run_1/m1.png
Supply wires on this layer in gray.
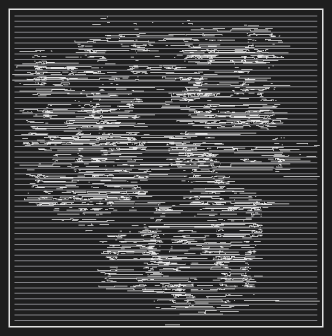
run_1/m2.png
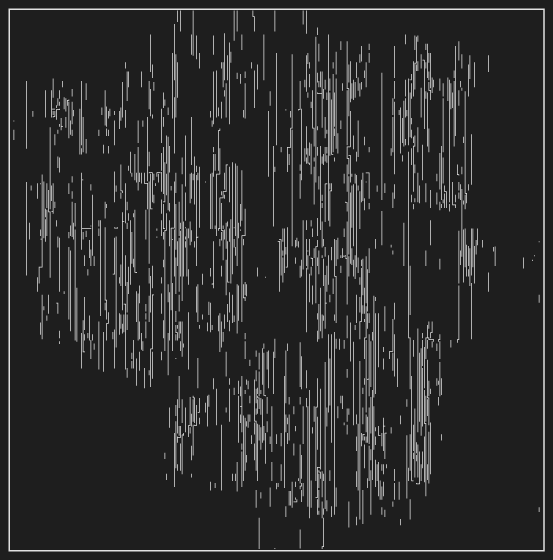
run_1/m3.png
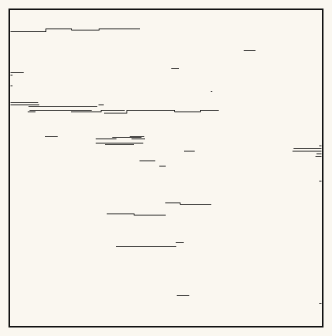
[src/rtl/game_pkg.sv]
// Shared types and default timing for the turn arbiter and its second timer.
package game_pkg;

    typedef enum logic [2:0] {
        ST_IDLE,
        ST_AIM,
        ST_THROW,
        ST_FLIGHT,
        ST_SETTLE,
        ST_OVER
    } turn_state_t;

    typedef enum logic {
        DOG = 1'b0,
        CAT = 1'b1
    } player_t;

    localparam int DEF_CLK_HZ       = 65_000_000;
    localparam int DEF_TURN_SECONDS = 10;
    localparam int DEF_FLIGHT_MAX   = 195_000_000;
    localparam int DEF_SETTLE_CYC   = 32_500_000;
    localparam int DEF_DOG_FIRST    = 1;

    // Width of a counter whose count spans 0..max_val-1, never narrower than 1 bit.
    function automatic int cnt_width(input int max_val);
        return (max_val <= 1) ? 1 : $clog2(max_val);
    endfunction

endpackage

[src/rtl/turn_sec_timer.sv]
// One-second tick divider plus aim-seconds down-counter. The tick is frozen
// while hold is high, and expire flags a tick wrap with the seconds already at 0.
module turn_sec_timer
    import game_pkg::*;
#(
    parameter int CLK_HZ       = DEF_CLK_HZ,
    parameter int TURN_SECONDS = DEF_TURN_SECONDS
) (
    input  logic       clk,
    input  logic       rst_n,
    input  logic       load,
    input  logic       run,
    input  logic       hold,
    output logic [3:0] secs_left,
    output logic       expire
);

    localparam int            TW        = cnt_width(CLK_HZ);
    localparam logic [TW-1:0] TICK_LAST = TW'(CLK_HZ - 1);

    logic [TW-1:0] tick_reg, tick_next;
    logic [3:0]    secs_reg, secs_next;
    logic          wrap;

    assign wrap      = run && !hold && (tick_reg == TICK_LAST);
    assign expire    = wrap && (secs_reg == 4'd0);
    assign secs_left = secs_reg;

    // Next tick/seconds: load wins, otherwise count while running and not held.
    always_comb begin
        tick_next = tick_reg;
        secs_next = secs_reg;
        if (load) begin
            tick_next = '0;
            secs_next = 4'(TURN_SECONDS);
        end else if (run && !hold) begin
            if (wrap) begin
                tick_next = '0;
                if (secs_reg != 4'd0) begin
                    secs_next = secs_reg - 4'd1;
                end
            end else begin
                tick_next = tick_reg + TW'(1);
            end
        end
    end

    // Counter registers.
    always_ff @(posedge clk or negedge rst_n) begin
        if (!rst_n) begin
            tick_reg <= '0;
            secs_reg <= 4'd0;
        end else begin
            tick_reg <= tick_next;
            secs_reg <= secs_next;
        end
    end

endmodule

[src/rtl/turn_manager.sv]
// Global turn arbiter: grants the dog/cat local FSMs in turn, follows their
// draw/throw handshake, waits for the projectile to land (or a flight timeout),
// inserts a settle gap and hands the turn to the opponent.
module turn_manager
    import game_pkg::*;
#(
    parameter int CLK_HZ       = DEF_CLK_HZ,
    parameter int TURN_SECONDS = DEF_TURN_SECONDS,
    parameter int FLIGHT_MAX   = DEF_FLIGHT_MAX,
    parameter int SETTLE_CYC   = DEF_SETTLE_CYC,
    parameter int DOG_FIRST    = DEF_DOG_FIRST
) (
    input  logic       clk,
    input  logic       rst_n,
    input  logic       start_game,
    input  logic       game_over,
    input  logic       dog_draw,
    input  logic       dog_throw,
    input  logic       cat_draw,
    input  logic       cat_throw,
    input  logic       proj_landed,
    output logic       dog_turn,
    output logic       cat_turn,
    output logic       flight_active,
    output logic [3:0] secs_left,
    output logic [7:0] turn_no,
    output logic       timeout_p
);

    localparam int            FW          = cnt_width(FLIGHT_MAX);
    localparam logic [FW-1:0] FLIGHT_LAST = FW'(FLIGHT_MAX - 1);
    localparam int            SW          = cnt_width(SETTLE_CYC);
    localparam logic [SW-1:0] SETTLE_LAST = SW'(SETTLE_CYC - 1);
    localparam player_t       OPENER      = (DOG_FIRST != 0) ? DOG : CAT;

    turn_state_t   state_reg, state_next;
    player_t       player_reg, player_next;
    logic [FW-1:0] flight_reg, flight_next;
    logic [SW-1:0] settle_reg, settle_next;
    logic [7:0]    turn_no_reg, turn_no_next;
    logic          dog_prev_reg, cat_prev_reg;
    logic          dog_turn_reg, cat_turn_reg, flight_reg_out, timeout_reg;
    logic          timeout_next;

    logic act_draw, act_throw, act_prev, throw_rise, throw_fall;
    logic tmr_load, tmr_run, tmr_expire;

    // Only the side holding the turn is listened to.
    assign act_draw   = (player_reg == CAT) ? cat_draw     : dog_draw;
    assign act_throw  = (player_reg == CAT) ? cat_throw    : dog_throw;
    assign act_prev   = (player_reg == CAT) ? cat_prev_reg : dog_prev_reg;
    assign throw_rise = act_throw && !act_prev;
    assign throw_fall = !act_throw && act_prev;

    turn_sec_timer #(
        .CLK_HZ       (CLK_HZ),
        .TURN_SECONDS (TURN_SECONDS)
    ) u_sec_timer (
        .clk       (clk),
        .rst_n     (rst_n),
        .load      (tmr_load),
        .run       (tmr_run),
        .hold      (act_draw),
        .secs_left (secs_left),
        .expire    (tmr_expire)
    );

    // Next-state logic; game_over overrides everything and freezes all counters.
    always_comb begin
        state_next   = state_reg;
        player_next  = player_reg;
        flight_next  = flight_reg;
        settle_next  = settle_reg;
        turn_no_next = turn_no_reg;
        timeout_next = 1'b0;
        tmr_load     = 1'b0;
        tmr_run      = 1'b0;
        if (game_over) begin
            state_next = ST_OVER;
        end else begin
            case (state_reg)
                ST_IDLE, ST_OVER: begin
                    if (start_game) begin
                        state_next   = ST_AIM;
                        player_next  = OPENER;
                        turn_no_next = 8'd0;
                        tmr_load     = 1'b1;
                    end
                end
                ST_AIM: begin
                    tmr_run = 1'b1;
                    if (throw_rise) begin
                        state_next = ST_THROW;
                    end else if (tmr_expire) begin
                        state_next   = ST_SETTLE;
                        settle_next  = '0;
                        timeout_next = 1'b1;
                    end
                end
                ST_THROW: begin
                    if (throw_fall) begin
                        state_next  = ST_FLIGHT;
                        flight_next = '0;
                    end
                end
                ST_FLIGHT: begin
                    if (proj_landed || (flight_reg == FLIGHT_LAST)) begin
                        state_next  = ST_SETTLE;
                        settle_next = '0;
                    end else begin
                        flight_next = flight_reg + FW'(1);
                    end
                end
                ST_SETTLE: begin
                    if (settle_reg == SETTLE_LAST) begin
                        state_next   = ST_AIM;
                        player_next  = player_t'(~player_reg);
                        turn_no_next = turn_no_reg + 8'd1;
                        tmr_load     = 1'b1;
                    end else begin
                        settle_next = settle_reg + SW'(1);
                    end
                end
                default: state_next = ST_IDLE;
            endcase
        end
    end

    // State, counters, throw edge history and registered outputs.
    always_ff @(posedge clk or negedge rst_n) begin
        if (!rst_n) begin
            state_reg      <= ST_IDLE;
            player_reg     <= DOG;
            flight_reg     <= '0;
            settle_reg     <= '0;
            turn_no_reg    <= 8'd0;
            dog_prev_reg   <= 1'b0;
            cat_prev_reg   <= 1'b0;
            dog_turn_reg   <= 1'b0;
            cat_turn_reg   <= 1'b0;
            flight_reg_out <= 1'b0;
            timeout_reg    <= 1'b0;
        end else begin
            state_reg      <= state_next;
            player_reg     <= player_next;
            flight_reg     <= flight_next;
            settle_reg     <= settle_next;
            turn_no_reg    <= turn_no_next;
            dog_prev_reg   <= dog_throw;
            cat_prev_reg   <= cat_throw;
            dog_turn_reg   <= ((state_next == ST_AIM) || (state_next == ST_THROW))
                              && (player_next == DOG);
            cat_turn_reg   <= ((state_next == ST_AIM) || (state_next == ST_THROW))
                              && (player_next == CAT);
            flight_reg_out <= (state_next == ST_FLIGHT);
            timeout_reg    <= timeout_next;
        end
    end

    assign dog_turn      = dog_turn_reg;
    assign cat_turn      = cat_turn_reg;
    assign flight_active = flight_reg_out;
    assign turn_no       = turn_no_reg;
    assign timeout_p     = timeout_reg;

endmodule

[config.mk]
export PLATFORM = sky130hd
export DESIGN_NAME = turn_manager
export DESIGN_NICKNAME = d
export VERILOG_FILES = /design/src/rtl/game_pkg.sv /design/src/rtl/turn_sec_timer.sv /design/src/rtl/turn_manager.sv
export SDC_FILE = /design/constraint.sdc
export NUM_CORES = 1
export LEC_CHECK = 0
export ABC_AREA = 0
export ABC_CLOCK_PERIOD_IN_PS = 3000
export CORE_AREA = 2 2 154 156
export CTS_BUF_LIST = sky130_fd_sc_hd__clkbuf_8
export DETAILED_ROUTE_END_ITERATION = 10
export DIE_AREA = 0 0 156 158
export GPL_TIMING_DRIVEN = 0
export HOLD_SLACK_MARGIN = 0.06
export PLACE_DENSITY = 0.37
export SETUP_SLACK_MARGIN = 0.3
export SKIP_LAST_GASP = 1
export SYNTH_ARGS = -nofsm -noshare
export SYNTH_HDL_FRONTEND = slang
export SYNTH_SLANG_ARGS = --single-unit
[constraint.sdc]
create_clock -name clk -period 3 [get_ports clk]
set_input_delay 0.75 -clock clk [delete_from_list [all_inputs] [get_ports clk]]
set_output_delay 0.75 -clock clk [all_outputs]
set_load 0.05 [all_outputs]
==> flow_metrics.py, run 1 <==
# Auto-generated metrics
metrics = {
    "logic_synthesis": {
        "seq_area_frac_synth": 0.448,
        "ys_cells": 634,
        "most_common_cell": "dfrtp_1",
        "ys_sh_xor": 0.0404,
    },
    "outcome": {
        "status": "complete, no violations",
    },
    "global_route": {
        "grt_max_degree": 68,
        "use_met2": 0.217,
    },
    "setup_path": {
        "critical-path-top-delay-family": "simple AND/OR/NAND/NOR gates",
        "path_max_fanout": 7,
        "r2r_start": "settle_reg[10]",
    },
    "die": {
        "rows": 56,
        "dieHeight_um": 158,
    },
    "sta": {
        "max_freq_ghz": 0.353,
        "finalClockPeriodUsage": 0.945,
        "rsz0062_at_grt": "yes",
    },
    "cells_and_area": {
        "diodes": 0,
        "seq_area_sq_um": 2540,
    },
    "clock_network": {
        "postCtsSetupBuffers": 32,
    },
    "drt": {
        "top_layer_used": "met4",
        "via_count": 4991,
        "wl_per_cell_um": 16.4,
    },
    "pwr": {
        "p_switching_mw": 1.08,
        "clock_power_share": 0.284,
        "p_int_mw": 2.18,
    },
    "placed_design": {
        "io_buffers": 24,
    },
}
## Picture notes: m1.png
The wires run mostly horizontal. The layer holds 51% of the routed length.

## Picture notes: m2.png
601 nets have wire on it. The layer carries 7490 um of wire. The longest straight run is 54.4 um.

## Picture notes: m3.png
The layer holds 3.0% of the routed length. The wires run mostly horizontal.

## Run 2: what changed since run 1
--- a/config.mk
+++ b/config.mk
@@ -6,14 +6,14 @@
 export NUM_CORES = 1
 export LEC_CHECK = 0
 export ABC_AREA = 0
-export ABC_CLOCK_PERIOD_IN_PS = 3000
+export ABC_CLOCK_PERIOD_IN_PS = 2400
 export CORE_AREA = 2 2 154 156
 export CTS_BUF_LIST = sky130_fd_sc_hd__clkbuf_8
 export DETAILED_ROUTE_END_ITERATION = 10
 export DIE_AREA = 0 0 156 158
 export GPL_TIMING_DRIVEN = 0
 export HOLD_SLACK_MARGIN = 0.06
-export PLACE_DENSITY = 0.37
+export PLACE_DENSITY = 0.4
 export SETUP_SLACK_MARGIN = 0.3
 export SKIP_LAST_GASP = 1
 export SYNTH_ARGS = -nofsm -noshare
==> constraint.sdc (replaced) <==
create_clock -name clk -period 2.4 [get_ports clk]
set_input_delay 0.6 -clock clk [delete_from_list [all_inputs] [get_ports clk]]
set_output_delay 0.6 -clock clk [all_outputs]
set_load 0.05 [all_outputs]
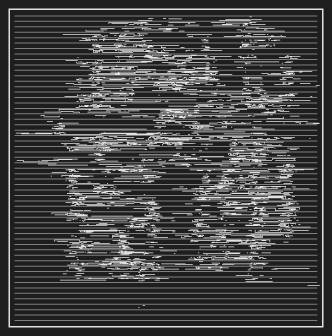
run_2/m1.png
Supply wires on this layer in gray.
The longest straight run is 64.4 um. The wires run mostly horizontal. 724 nets have wire on it. The layer carries 8300 um of wire. The layer holds 49% of the routed length.

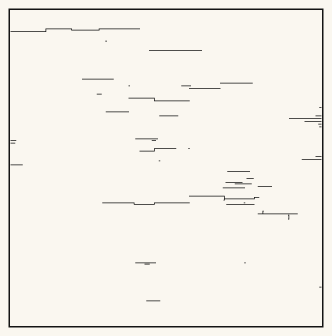
run_2/m3.png
The longest straight run is 26.2 um. 33 nets have wire on it. The layer carries 474 um of wire. The layer holds 2.8% of the routed length.

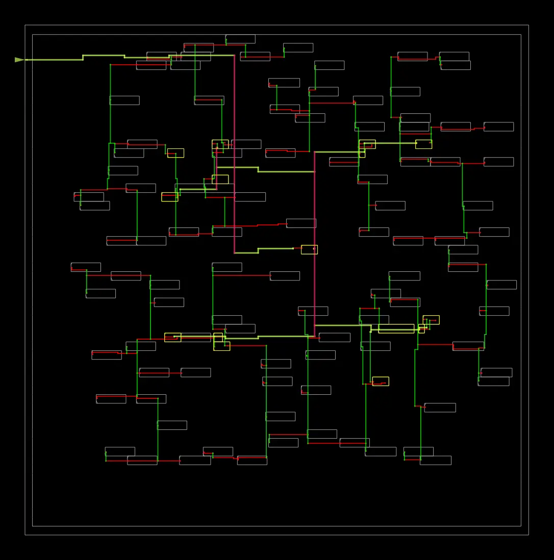
run_2/clock_nets.png
CLK BUF: 11
sequential cells: 101
clk sinks: 101
clk_lat worst skew: 0.39 ns

==> flow_metrics.py, run 2 <==
# Auto-generated metrics
metrics = {
    "placed_design": {
        "dpl.cell_count": 949,
        "place_ws_ns": -1.17,
    },
    "logic_synthesis": {
        "ys_sh_mux": 0.0109,
        "seq_area_frac_synth": 0.448,
        "ys_sh_xor": 0.0404,
        "most_common_cell": "dfrtp_1",
    },
    "cells_and_area": {
        "diodes": 0,
        "seq_area_sq_um": 2540,
    },
    "sta": {
        "setup_viol": 95,
        "max_freq_ghz": 0.356,
        "rsz0062_at_grt": "yes",
        "finalClockPeriodUsage": 1.17,
        "fin_ws_ns": -0.407,
    },
    "clock_network": {
        "clockBufferDepth": 2,
    },
    "global_route": {
        "grt_max_degree": 53,
        "use_met2": 0.224,
    },
    "outcome": {
        "violations": "setup timing",
        "status": "finished with violations",
    },
    "setup_path": {
        "critical-path-top-delay-family": "simple AND/OR/NAND/NOR gates",
        "path_max_fanout": 6,
        "r2r_start": "settle_reg[12]",
    },
    "drt": {
        "via_count": 5130,
        "wl_per_cell_um": 16.3,
    },
    "pwr": {
        "p_switching_mw": 1.43,
        "p_int_mw": 2.88,
    },
    "die": {
        "rows": 56,
    },
}
Power and IR drop assume default switching activity.
